--- src/rtl/riscv_pkg.sv ---
// Shared fetch-stage types and constants.
// Holds the align FSM states and the RVC opcode mask.
package riscv_pkg;

  localparam int XLEN = 64;
  localparam logic [1:0] RVC_OPMASK = 2'b11;

  typedef enum logic [1:0] {
    S_REQ,
    S_WAIT,
    S_DRAIN,
    S_STRADDLE
  } fetch_state_e;

  function automatic logic rvc_half(input logic [15:0] h);
    return h[1:0] != RVC_OPMASK;
  endfunction

endpackage

--- src/rtl/riscv_fetch_rvc_det.sv ---
// Compressed-instruction detect and sequential PC select.
// pc_next is pc+2 for RVC, pc+4 otherwise.
module riscv_fetch_rvc_det
  import riscv_pkg::*;
(
  input  logic [15:0]     half,
  input  logic [XLEN-1:0] pc,
  output logic            rvc,
  output logic [XLEN-1:0] pc_next
);

  assign rvc     = half[1:0] != RVC_OPMASK;
  assign pc_next = pc + (rvc ? 64'd2 : 64'd4);

endmodule

--- src/rtl/riscv_fetch_align.sv ---
// Fetch stage: word reads from imem, realigned into RVC
// and 32-bit instructions presented to decode.
module riscv_fetch_align
  import riscv_pkg::*;
#(
  parameter logic [XLEN-1:0] RESET_PC = '0
) (
  input  logic            i_riscv_fetch_clk,
  input  logic            i_riscv_fetch_rst,
  input  logic            i_riscv_fetch_stall,
  input  logic            i_riscv_fetch_redirect,
  input  logic [XLEN-1:0] i_riscv_fetch_redirect_pc,
  output logic            o_riscv_fetch_imem_req,
  output logic [XLEN-1:0] o_riscv_fetch_imem_addr,
  input  logic            i_riscv_fetch_imem_rvalid,
  input  logic [31:0]     i_riscv_fetch_imem_rdata,
  output logic [XLEN-1:0] o_riscv_fetch_pc_f,
  output logic [31:0]     o_riscv_fetch_inst_f,
  output logic [XLEN-1:0] o_riscv_fetch_pcplus4_f,
  output logic            o_riscv_fetch_valid_f
);

  fetch_state_e    state, state_n;
  logic [XLEN-1:0] fetch_pc, fetch_pc_n;
  logic [15:0]     buf_half, buf_half_n;
  logic [XLEN-1:0] buf_pc, buf_pc_n;
  logic            buf_vld, buf_vld_n;
  logic            drop, drop_n;
  logic            skid_vld, skid_vld_n;
  logic [31:0]     skid_data, skid_data_n;
  logic            valid_q, valid_n;
  logic [31:0]     inst_q, inst_n;
  logic [XLEN-1:0] pc_q, pc_n;
  logic [XLEN-1:0] pc4_q, pc4_n;

  logic            req_c;
  logic [XLEN-1:0] addr_c;
  logic [XLEN-1:0] word_a, word_a4, hi_pc;
  logic            wv;
  logic [31:0]     wd;
  logic [15:0]     lo, hi;
  logic            hi_rvc;
  logic [15:0]     pres_half;
  logic [XLEN-1:0] pres_pc;
  logic            det_rvc;
  logic [XLEN-1:0] det_next;
  logic            outstanding;
  logic            present;
  logic            take_hi;
  logic [31:0]     pres_inst;

  assign word_a  = fetch_pc & ~64'd3;
  assign word_a4 = word_a + 64'd4;
  assign hi_pc   = word_a | 64'd2;

  // Skid data wins: it is older than anything on the bus.
  assign wv     = skid_vld | i_riscv_fetch_imem_rvalid;
  assign wd     = skid_vld ? skid_data : i_riscv_fetch_imem_rdata;
  assign lo     = wd[15:0];
  assign hi     = wd[31:16];
  assign hi_rvc = rvc_half(hi);

  assign pres_half = (state == S_WAIT) ?
                     (fetch_pc[1] ? hi : lo) : buf_half;
  assign pres_pc   = (state == S_WAIT) ? fetch_pc : buf_pc;

  riscv_fetch_rvc_det u_det (
    .half    (pres_half),
    .pc      (pres_pc),
    .rvc     (det_rvc),
    .pc_next (det_next)
  );

  assign pres_inst = det_rvc ? {16'h0, pres_half} :
                     (state == S_STRADDLE) ? {lo, buf_half} : wd;

  assign outstanding = (state == S_WAIT || state == S_STRADDLE)
                     && !skid_vld && !i_riscv_fetch_imem_rvalid;

  always_comb begin
    state_n     = state;
    fetch_pc_n  = fetch_pc;
    buf_half_n  = buf_half;
    buf_pc_n    = buf_pc;
    buf_vld_n   = buf_vld;
    drop_n      = drop;
    skid_vld_n  = skid_vld;
    skid_data_n = skid_data;
    valid_n     = valid_q;
    inst_n      = inst_q;
    pc_n        = pc_q;
    pc4_n       = pc4_q;
    req_c       = 1'b0;
    addr_c      = word_a;
    present     = 1'b0;
    take_hi     = 1'b0;

    if (i_riscv_fetch_redirect) begin
      state_n    = outstanding ? S_WAIT : S_REQ;
      drop_n     = outstanding;
      skid_vld_n = 1'b0;
      buf_vld_n  = 1'b0;
      fetch_pc_n = i_riscv_fetch_redirect_pc & ~64'd1;
      valid_n    = 1'b0;
      inst_n     = 32'h0;
    end else begin
      if (!i_riscv_fetch_stall) begin
        valid_n = 1'b0;
        inst_n  = 32'h0;
      end
      unique case (state)
        S_REQ: begin
          if (!i_riscv_fetch_stall) begin
            req_c   = 1'b1;
            state_n = S_WAIT;
          end
        end
        S_WAIT: begin
          if (drop) begin
            if (i_riscv_fetch_imem_rvalid) begin
              drop_n  = 1'b0;
              state_n = S_REQ;
            end
          end else if (wv && i_riscv_fetch_stall) begin
            skid_vld_n  = 1'b1;
            skid_data_n = wd;
          end else if (wv) begin
            skid_vld_n = 1'b0;
            if (!fetch_pc[1]) begin
              present = 1'b1;
              take_hi = det_rvc;
            end else begin
              present = det_rvc;
              take_hi = !det_rvc;
            end
            if (!take_hi) begin
              fetch_pc_n = word_a4;
              state_n    = S_REQ;
            end
          end
        end
        S_STRADDLE: begin
          if (wv && i_riscv_fetch_stall) begin
            skid_vld_n  = 1'b1;
            skid_data_n = wd;
          end else if (wv) begin
            skid_vld_n = 1'b0;
            present    = buf_vld;
            take_hi    = 1'b1;
          end
        end
        S_DRAIN: begin
          if (!i_riscv_fetch_stall && buf_vld) begin
            present    = 1'b1;
            buf_vld_n  = 1'b0;
            fetch_pc_n = det_next;
            state_n    = S_REQ;
          end
        end
      endcase

      if (present) begin
        valid_n = 1'b1;
        inst_n  = pres_inst;
        pc_n    = pres_pc;
        pc4_n   = det_next;
      end
      // Upper half stays behind: drain it, or fetch its other half.
      if (take_hi) begin
        buf_half_n = hi;
        buf_pc_n   = hi_pc;
        buf_vld_n  = 1'b1;
        if (hi_rvc) begin
          state_n = S_DRAIN;
        end else begin
          req_c      = 1'b1;
          addr_c     = word_a4;
          fetch_pc_n = word_a4;
          state_n    = S_STRADDLE;
        end
      end
    end
  end

  always_ff @(posedge i_riscv_fetch_clk) begin
    if (i_riscv_fetch_rst) begin
      state     <= S_REQ;
      fetch_pc  <= RESET_PC & ~64'd1;
      buf_half  <= 16'h0;
      buf_pc    <= '0;
      buf_vld   <= 1'b0;
      drop      <= 1'b0;
      skid_vld  <= 1'b0;
      skid_data <= 32'h0;
      valid_q   <= 1'b0;
      inst_q    <= 32'h0;
      pc_q      <= '0;
      pc4_q     <= '0;
    end else begin
      state     <= state_n;
      fetch_pc  <= fetch_pc_n;
      buf_half  <= buf_half_n;
      buf_pc    <= buf_pc_n;
      buf_vld   <= buf_vld_n;
      drop      <= drop_n;
      skid_vld  <= skid_vld_n;
      skid_data <= skid_data_n;
      valid_q   <= valid_n;
      inst_q    <= inst_n;
      pc_q      <= pc_n;
      pc4_q     <= pc4_n;
    end
  end

  assign o_riscv_fetch_imem_req  = req_c && !i_riscv_fetch_rst;
  assign o_riscv_fetch_imem_addr = addr_c;
  assign o_riscv_fetch_pc_f      = pc_q;
  assign o_riscv_fetch_inst_f    = inst_q;
  assign o_riscv_fetch_pcplus4_f = pc4_q;
  assign o_riscv_fetch_valid_f   = valid_q;

endmodule

--- config.mk ---
export PLATFORM = sky130hd
export DESIGN_NAME = riscv_fetch_align
export DESIGN_NICKNAME = d
export VERILOG_FILES = /design/src/rtl/riscv_pkg.sv /design/src/rtl/riscv_fetch_rvc_det.sv /design/src/rtl/riscv_fetch_align.sv
export SDC_FILE = /design/constraint.sdc
export NUM_CORES = 1
export LEC_CHECK = 0
export ABC_AREA = 1
export ABC_CLOCK_PERIOD_IN_PS = 4700
export CAP_MARGIN = 20
export CORE_ASPECT_RATIO = 2
export CORE_MARGIN = 10
export CORE_UTILIZATION = 35
export DETAILED_ROUTE_END_ITERATION = 10
export GPL_ROUTABILITY_DRIVEN = 0
export SLEW_MARGIN = 0
export SYNTH_ARGS = -nofsm -noshare
export SYNTH_HDL_FRONTEND = slang
export SYNTH_HIERARCHICAL = 1
export SYNTH_SLANG_ARGS = --single-unit
--- constraint.sdc ---
create_clock -name i_riscv_fetch_clk -period 4.7 [get_ports i_riscv_fetch_clk]
set_clock_uncertainty 0.2 [all_clocks]
set_input_delay 1.175 -clock i_riscv_fetch_clk [delete_from_list [all_inputs] [get_ports i_riscv_fetch_clk]]
set_output_delay 1.175 -clock i_riscv_fetch_clk [all_outputs]
set_load 0.05 [all_outputs]
==> impl_metrics.csv <==
group,metric,value,unit
power,total_power,8.40,mW
final_timing,setup_viol,20,
placement,pre_cts_slack,-0.316,ns
route,antenna_left,0,
yosys,postSynthSeqShare,31.2,%
power,p_sw,2.89,mW
setup_path,critPathKind,"input port to output pin",
route,drtPass1Iterations,9,
final_layout,final-comb-area,14100,µm²
clocking,hold_buffers,0,
route,drt-initial-drc-count,2493,
outcome,violations,"design-rule violations, negative setup slack",
final_layout,num-fill-cells,6302,
final_timing,holdWs,0.254,ns
final_layout,layout_top_cell,"nand2_1",
yosys,top_cells_by_count,"nand2_1 (1,060), a21oi_1 (458), dfxtp_1 (341), nor2_1 (308), o21ai_0 (302)",
global_routing,grt_pass1_wl,161,mm
route,drc_errors,1,
outcome,status,"complete, but fails checks",
setup_path,max_stage_delay,0.24,ns
floorplan,die-area,73400,µm²
final_timing,tns,-0.243,ns
final_layout,comb_share,46.9,%
yosys,logic_family,"simple AND/OR/NAND/NOR gates",
final_timing,fin_ws,-0.0319,ns
yosys,top_cells_by_area,"dfxtp_1 (31%), nand2_1 (18%), a21oi_1 (10%)",
final timing paths:
check / endpoint / slack (ns) / cells past startpoint
worst max register to register: skid_data[1] / 0.14 / 32
worst min register to register: buf_pc[1] / 0.25 / 2
worst min-delay path: buf_pc[1] / 0.25 / 2
worst max-delay path: o_riscv_fetch_imem_addr[37] / -0.03 / 18
kinds of logic after synthesis:
group,after synthesis
compound gates,903
xor+xnor,69
fa+ha+maj,11
buf+inv,472
flops,341
mux,1
other cells,1
simple gates,1776
metal layers:
layer | routed length [µm] | part of all wire (%) | global-route usage [%] | vias to the layer above
met5 | 12 | 0.011 | 0 | -
met4 | 9330 | 8.4 | 20.7 | 2
met3 | 10200 | 9.2 | 6.56 | 395
met2 | 52400 | 47 | 47.2 | 1443
met1 | 39100 | 35 | 30.9 | 12300
li1 | - | - | - | 12500
**Track usage over the die**

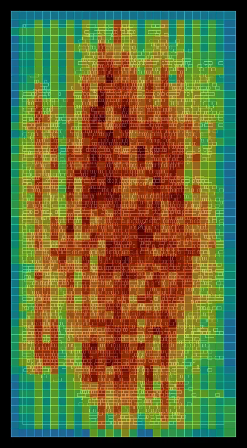
gr usage total: 28.4%
met2 GRT Util: 47.2%
met3 Use GR: 6.56%
met1 Usage GRT: 30.9%

**Zoomed window**

Scale bar: 5 µm. Region (88, 251) to (108, 271) µm. Cells in grey, sequential cells in the stronger grey; small squares are vias.
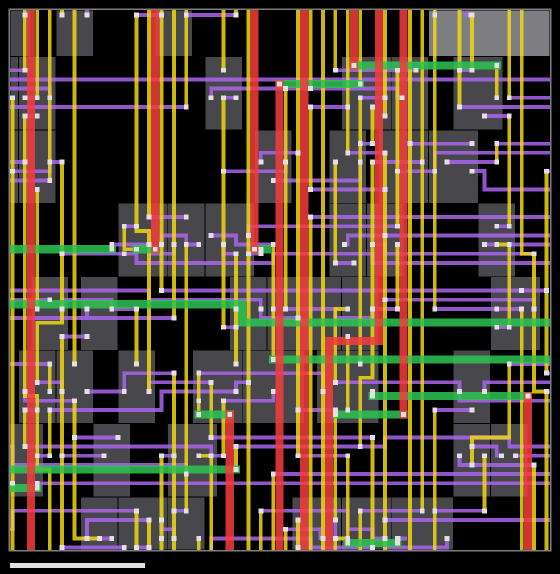
legend:
  yellow:
    layer: metal 2
  red:
    layer: metal 4
  purple:
    layer: metal 1
  green:
    layer: metal 3
sequential cells in the window: 1
netlist names of flops here include: fetch_pc (1)
cells with their middle in the window: 44
most frequent: nand2_1 (12), nor2_1 (10), nand3_1 (7)

**Where the registers sit**

Scale bar: 50 µm.
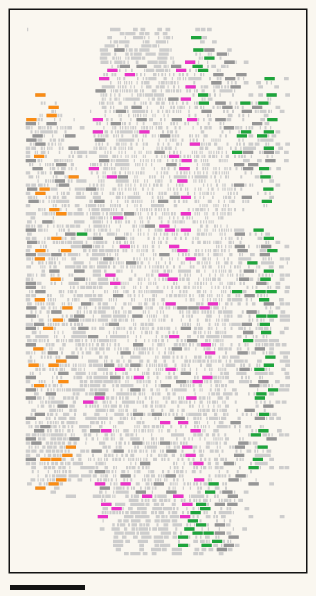
legend:
  orange:
    netlist_name: skid_data
    sequential_cells: 32
  green:
    netlist_name: o_riscv_fetch_pcplus4_f
    sequential_cells: 64
    where: a vertical strip on the right
  magenta:
    netlist_name: buf_pc
    sequential_cells: 63
not coloured: 182
Seq/total area: 22.7%
Final Util: 48.8%
Seq group: 3.10 mW
Flop area: 6830 µm²

**Signal wires by layer**

Scale bar: 50 µm.
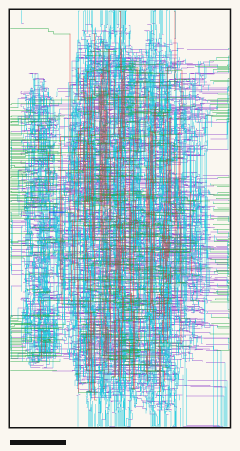
legend:
  cyan:
    layer: metal 2
    wire_length: 52.4 mm
  red:
    layer: metal 4
    wire_length: 9,330 µm
  purple:
    layer: metal 1
    wire_length: 39.1 mm
  green:
    layer: metal 3
    wire_length: 10,200 µm
  blue:
    layer: metal 5
    wire_length: 12.9 µm
Post-Route WL: 111 mm
total number of vias: 26,700
WL per Instance: 23.3 µm

No activity file was given, so power comes from the tool's default toggle rates.
